Figure 1. Metal 2 (run 1).
Cells faint in the background.
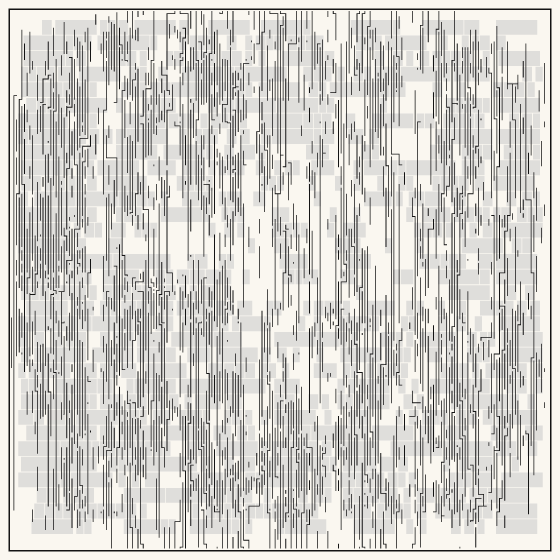
Figure 2. Cell classes on the final placement (run 1).
Fill, decap, tap and diode cells in grey.
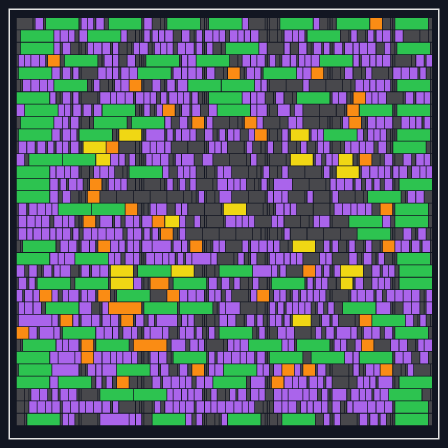
Figure 3. Met3 routing (run 1).
Bar = 20 um.
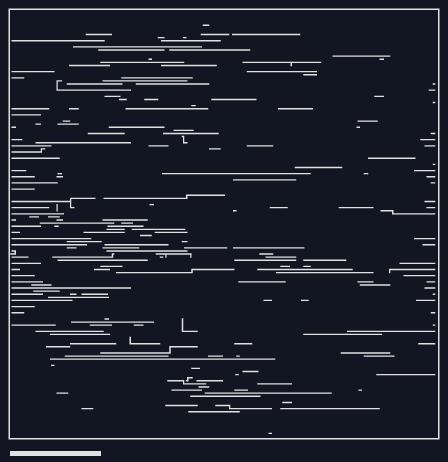
$ cat config.mk
export PLATFORM = sky130hd
export DESIGN_NAME = pc_unit
export DESIGN_NICKNAME = d
export VERILOG_FILES = /design/src/rtl/pc_unit.sv
export SDC_FILE = /design/constraint.sdc
export NUM_CORES = 1
export LEC_CHECK = 0
export ABC_AREA = 1
export CORE_UTILIZATION = 64
export CTS_CLUSTER_SIZE = 12
export DETAILED_ROUTE_END_ITERATION = 8
export DONT_BUFFER_PORTS = 1
export PLACE_DENSITY = 0.89
export SYNTH_ARGS = -nofsm -noshare
export SYNTH_HDL_FRONTEND = slang
export SYNTH_SLANG_ARGS = --single-unit
$ cat constraint.sdc
create_clock -name clk -period 1.88 [get_ports clk]
set_input_delay 0.282 -clock clk [delete_from_list [all_inputs] [get_ports clk]]
set_output_delay 0.282 -clock clk [all_outputs]
set_load 0.03 [all_outputs]
$ cat src/rtl/pc_unit.sv
// pc_unit: fetch-stage program counter with boot sequencing, stall,
// branch/jump redirect, trap entry/return and a registered decode handoff.
module pc_unit #(
    parameter int              XLEN       = 32,
    parameter logic [XLEN-1:0] RESET_ADDR = '0,
    parameter int              STEP       = 4,
    parameter logic [XLEN-1:0] TRAP_VEC   = XLEN'(32'h0000_0100),
    parameter int              BOOT_CYC   = 2
) (
    input  logic            clk,
    input  logic            rst,
    input  logic            stall,
    input  logic            redirect,
    input  logic [XLEN-1:0] redir_tgt,
    input  logic            trap,
    input  logic            trap_ret,
    output logic [XLEN-1:0] pc_out,
    output logic            fetch_valid,
    output logic [XLEN-1:0] id_pc,
    output logic            id_valid,
    output logic [XLEN-1:0] epc,
    output logic            misalign
);

    localparam int CNT_W = (BOOT_CYC > 1) ? $clog2(BOOT_CYC) : 1;

    typedef enum logic {BOOT = 1'b0, RUN = 1'b1} state_t;

    state_t          state_q, state_d;
    logic [CNT_W-1:0] boot_cnt;
    logic            boot_done;

    logic [XLEN-1:0] pc_p0, pc_nxt;
    logic [XLEN-1:0] epc_q, epc_nxt;
    logic            mis_q, mis_nxt;
    logic [XLEN-1:0] id_pc_p1;
    logic            vld_p1;
    logic            run;
    logic            flush;

    // A target is usable only when its low log2(STEP) bits are clear.
    function automatic logic is_aligned(input logic [XLEN-1:0] tgt);
        return (tgt & XLEN'(STEP - 1)) == '0;
    endfunction

    assign boot_done = (boot_cnt == CNT_W'(BOOT_CYC - 1));
    assign run       = (state_q == RUN);
    assign flush     = run && (trap || trap_ret || redirect);

    // State register: BOOT after reset, RUN once the boot count expires.
    always_ff @(posedge clk) begin
        if (!rst) state_q <= BOOT;
        else      state_q <= state_d;
    end

    // Next-state: BOOT leaves only after its last idle cycle; RUN is sticky.
    always_comb begin
        state_d = state_q;
        if (state_q == BOOT && boot_done) state_d = RUN;
    end

    // Output decode: fetches are valid only while running.
    always_comb begin
        fetch_valid = (state_q == RUN);
    end

    // Boot idle-cycle counter, advanced only while in BOOT.
    always_ff @(posedge clk) begin
        if (!rst)                               boot_cnt <= '0;
        else if (state_q == BOOT && !boot_done) boot_cnt <= boot_cnt + 1'b1;
    end

    // Next-PC selection by priority: trap, trap return, redirect, stall, step.
    always_comb begin
        pc_nxt  = pc_p0;
        epc_nxt = epc_q;
        mis_nxt = 1'b0;
        if (run) begin
            if (trap) begin
                epc_nxt = pc_p0;
                pc_nxt  = TRAP_VEC;
            end else if (trap_ret) begin
                pc_nxt = epc_q;
            end else if (redirect && is_aligned(redir_tgt)) begin
                pc_nxt = redir_tgt;
            end else if (redirect) begin
                mis_nxt = 1'b1;
                epc_nxt = redir_tgt;
                pc_nxt  = TRAP_VEC;
            end else if (!stall) begin
                pc_nxt = pc_p0 + XLEN'(STEP);
            end
        end
    end

    // Fetch stage (p0): PC, saved exception PC and misalign pulse.
    always_ff @(posedge clk) begin
        if (!rst) begin
            pc_p0 <= RESET_ADDR;
            epc_q <= '0;
            mis_q <= 1'b0;
        end else begin
            pc_p0 <= pc_nxt;
            epc_q <= epc_nxt;
            mis_q <= mis_nxt;
        end
    end

    // Decode stage (p1): flush kills the slot, stall holds it, else capture fetch.
    always_ff @(posedge clk) begin
        if (!rst) begin
            id_pc_p1 <= '0;
            vld_p1   <= 1'b0;
        end else if (run) begin
            if (flush) begin
                vld_p1 <= 1'b0;
            end else if (!stall) begin
                id_pc_p1 <= pc_p0;
                vld_p1   <= fetch_valid;
            end
        end
    end

    assign pc_out   = pc_p0;
    assign id_pc    = id_pc_p1;
    assign id_valid = vld_p1;
    assign epc      = epc_q;
    assign misalign = mis_q;

endmodule

==> flow_metrics.tcl, run 1 <==
# collected from the flow reports
set metrics [dict create \
    outcome "finished, final reports clean" \
    seq_share_pct 33.9 \
    power_sequential_uw 2650 \
    largest_class "multi-input combinational cells" \
    fa_ha_area_share_pct 0.230 \
    lay_top_count "nand2_1" \
    power.share.switching_pct 35.7 \
    use_met1_pct 49.0 \
    r2r_start "pc_out[3]" \
    grt_usage_pct 39.6 \
    gp_congestion 0.929 \
    first_pass_iters 7 \
    min_period_over_period_pct 92.0 \
    slowest_delay_ns 0.35 \
    htreeDepth 3 \
    finalPower_uw 4760 \
    setup_viol 0 \
    synth_nets 895 \
    ff2ff_setup_slack_ns 0.15 \
    cp_num_cells 10 \
    yosys_area_um2 5430 \
    use_met3_pct 8.25 \
    cp.arrival_ns 1.97 \
    seq_cell_count 100 \
    pwr-share-seq_pct 55.8 \
    holdBufCountCts 0 \
    row_count 33 \
    ir_worst_vdd_mv 0.730 \
    yosys_cells 856 \
    power.switching_uw 1700 \
    pin_count 137 \
    cts_root_buffer "clkbuf_8" \
    comb_area_share_pct 47.3 \
    min_path_type "in -> reg" \
    regToRegEndpoint "pc_out[17]" \
    cp-end-kind "flip-flop" \
    clock-sinks 100 \
    crit_chain "buf_4 > nand2_1 > nor2_4 > nand2_4 > nor2_2 > nand3_1 > nand3_1 > nand2_1 > nand2_1 > a21oi_1" \
    vias 5782 \
    buffer_area_share_pct 6.20 \
    clkbuf_count 10 \
]
## Picture notes: Figure 1
- wire length on this layer: 8150 um
- nets with wire on the layer: 708
routed wire length: 17.2 mm
GR Layer Usage met2: 66.7%

## Picture notes: Figure 2
- remaining logic cells: purple (cells 707; share of their area 56%)
- sequential cells: green (cells 100; share of their area 35%)
- clock drivers and dummy loads: yellow (cells 16; share of their area 3.4%)
- remaining buffers and delay cells: orange (cells 45; share of their area 6.3%)

## Picture notes: Figure 3
- main direction: horizontal
- share of all routed wire: 9.3%
- wire length on this layer: 1600 um
- longest straight run: 49.2 um
- nets with wire on the layer: 127

## Run 2: what changed since run 1
--- a/config.mk
+++ b/config.mk
@@ -6,11 +6,13 @@
 export NUM_CORES = 1
 export LEC_CHECK = 0
 export ABC_AREA = 1
-export CORE_UTILIZATION = 64
+export CELL_PAD_IN_SITES_DETAIL_PLACEMENT = 1
+export CELL_PAD_IN_SITES_GLOBAL_PLACEMENT = 2
+export CORE_UTILIZATION = 33
 export CTS_CLUSTER_SIZE = 12
 export DETAILED_ROUTE_END_ITERATION = 8
 export DONT_BUFFER_PORTS = 1
-export PLACE_DENSITY = 0.89
+export PLACE_DENSITY = 0.88
 export SYNTH_ARGS = -nofsm -noshare
 export SYNTH_HDL_FRONTEND = slang
 export SYNTH_SLANG_ARGS = --single-unit
==> constraint.sdc (replaced) <==
create_clock -name clk -period 1.9 [get_ports clk]
set_input_delay 0.285 -clock clk [delete_from_list [all_inputs] [get_ports clk]]
set_output_delay 0.285 -clock clk [all_outputs]
set_load 0.03 [all_outputs]
Figure 4. Wires at chosen ports, followed through buffers (run 2).
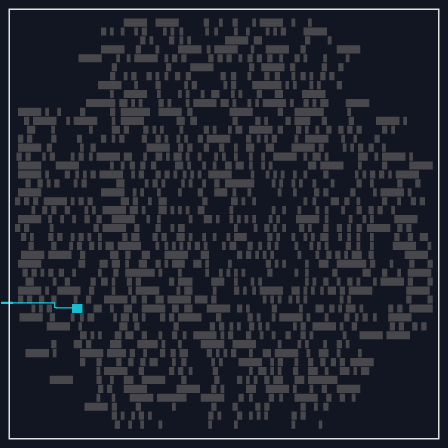
- stall: cyan (bits 1; direction input; edge left; end cells 1; buffers 0; wire 21.1 um)

Figure 5. Met3 routing (run 2).
Bar = 50 um.
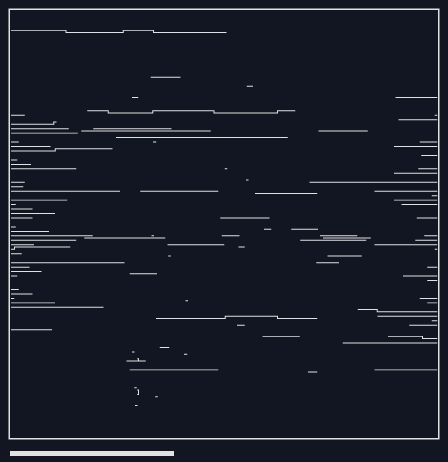
- wire length on this layer: 1290 um
- longest straight run: 52.0 um
- share of all routed wire: 6.6%
- nets with wire on the layer: 89

==> run 2 against run 1 <==
Net effect:
- non-clock buffer count is 4 higher
- final cell count is 12% higher
- flip-flop count stayed put
- design area is 3.9% higher
- wire length is 15% higher
- total power is 8.4% higher
- critical path depth stayed put
- fmax is 1.7% lower
- global-route usage is 15 points lower
- worst setup slack worse by 0.0099 ns
- critical endpoint is now pc_out[11]
- largest power group unchanged
==> flow_metrics.tcl, run 2 <==
# collected from the flow reports
set metrics [dict create \
    use_met3_pct 5.70 \
    slowest_delay_ns 0.33 \
    regToRegEndpoint "pc_out[11]" \
    first_pass_iters 4 \
    setup_viol 0 \
    buffer_area_share_pct 6.25 \
    synthesis.area_um2 5430 \
    power.switching_uw 1740 \
    ant_nets 0 \
    power_sequential_uw 2620 \
    use_met1_pct 31.0 \
    vias 5630 \
    min_period_over_period_pct 92.6 \
    clock-sinks 100 \
    power.share.switching_pct 33.8 \
    cp_num_cells 10 \
    yosys_area_um2 5430 \
    yosys_cells 856 \
    cp_data_required_time_ns 2.14 \
    grt_usage_pct 24.2 \
    pwr-share-seq_pct 50.9 \
    cp-end-kind "flip-flop" \
    wirelength_mm 19.8 \
    synth_cells 856 \
    htreeDepth 3 \
    cts_root_buffer "clkbuf_16" \
    seq_cell_count 100 \
    grt_use_met2_pct 40.0 \
    crit_chain "buf_4 > nand2_1 > nor2_4 > nand2_2 > nor2_4 > nand2_1 > nand3_1 > nand3_1 > nand2_1 > a21oi_1" \
    largest_class "multi-input combinational cells" \
    rsz0062_at_grt "yes" \
    ff2ff_setup_slack_ns 0.14 \
    lay_top_count "nand2_1" \
    holdBufCountCts 0 \
    ys_types 35 \
    outcome "finished, final reports clean" \
    r2r_start "pc_out[3]" \
    comb_area_share_pct 45.4 \
    path_clk_slew_ns 0.07 \
    min_path_type "in -> reg" \
    gp_congestion 0.902 \
    clkbuf_count 10 \
]
Figure 6. Cell classes on the final placement (run 2).
Fill, decap, tap and diode cells in grey.
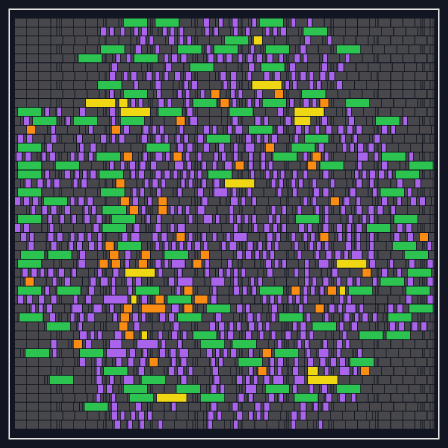
- remaining logic cells: purple (cells 707; share of their area 55%)
- remaining buffers and delay cells: orange (cells 49; share of their area 6.5%)
- sequential cells: green (cells 100; share of their area 34%)
- clock drivers and dummy loads: yellow (cells 16; share of their area 4.7%)
Site Rows: 46
sequential share of cell area: 32.6%

## Run 3: what changed since run 2
--- a/config.mk
+++ b/config.mk
@@ -12,6 +12,7 @@
 export CTS_CLUSTER_SIZE = 12
 export DETAILED_ROUTE_END_ITERATION = 8
 export DONT_BUFFER_PORTS = 1
+export GPL_TIMING_DRIVEN = 1
 export PLACE_DENSITY = 0.88
 export SYNTH_ARGS = -nofsm -noshare
 export SYNTH_HDL_FRONTEND = slang
Figure 7. Wires at chosen ports, followed through buffers (run 3).
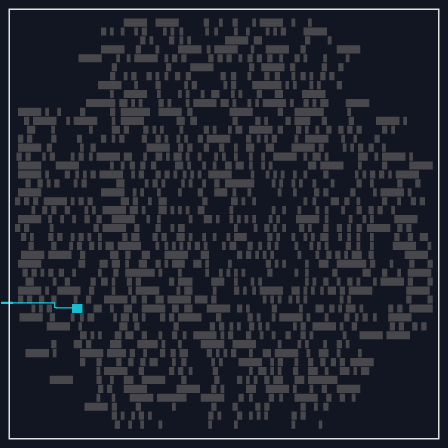
- stall: cyan (bits 1; direction input; edge left; end cells 1; buffers 0; wire 21.1 um)

Figure 8. Met3 routing (run 3).
Bar = 50 um.
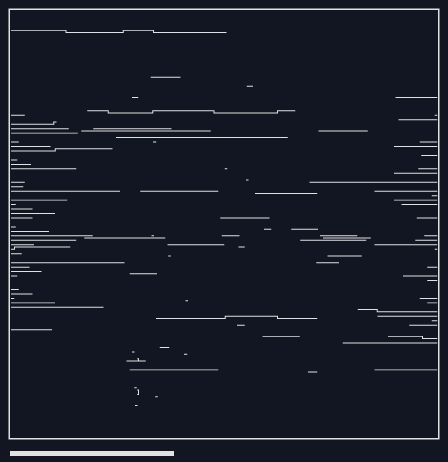
- main direction: horizontal
- nets with wire on the layer: 89
- share of all routed wire: 6.6%
- longest straight run: 52.0 um
grt met3 use: 5.70%
routed wire length: 19.8 mm
vias: 5630

==> run 3 against run 2 <==
Net effect:
- final cell count is the same
- via count stayed put
- flip-flop count stayed put
- worst setup slack unchanged
- largest cell class unchanged
==> flow_metrics.tcl, run 3 <==
# collected from the flow reports
set metrics [dict create \
    pwr-share-seq_pct 50.9 \
    row_count 46 \
    slowest_delay_ns 0.33 \
    seq_share_pct 32.6 \
    min_path_type "in -> reg" \
    r2r_start "pc_out[3]" \
    ant_nets 0 \
    seq_cell_count 100 \
    buffer_area_share_pct 6.25 \
    ir_worst_vdd_mv 0.449 \
    synth_cells 856 \
    fa_ha_area_share_pct 0.230 \
    cp_num_cells 10 \
    largest_class "multi-input combinational cells" \
    yosys_cells 856 \
    rsz0062_at_grt "yes" \
    htreeDepth 3 \
    setup_viol 0 \
    power.switching_uw 1740 \
    gp_congestion 0.902 \
    outcome "finished, final reports clean" \
    holdBufCountCts 0 \
    yosys_area_um2 5430 \
]
Figure 9. Placement view (run 3).
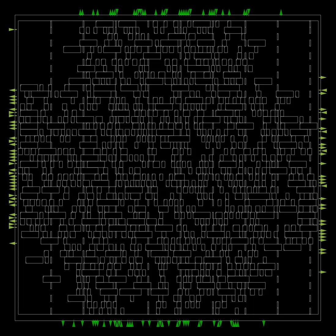
Core ar.: 16000 um^2
Fill cells: 2129

Power and IR drop assume default switching activity.
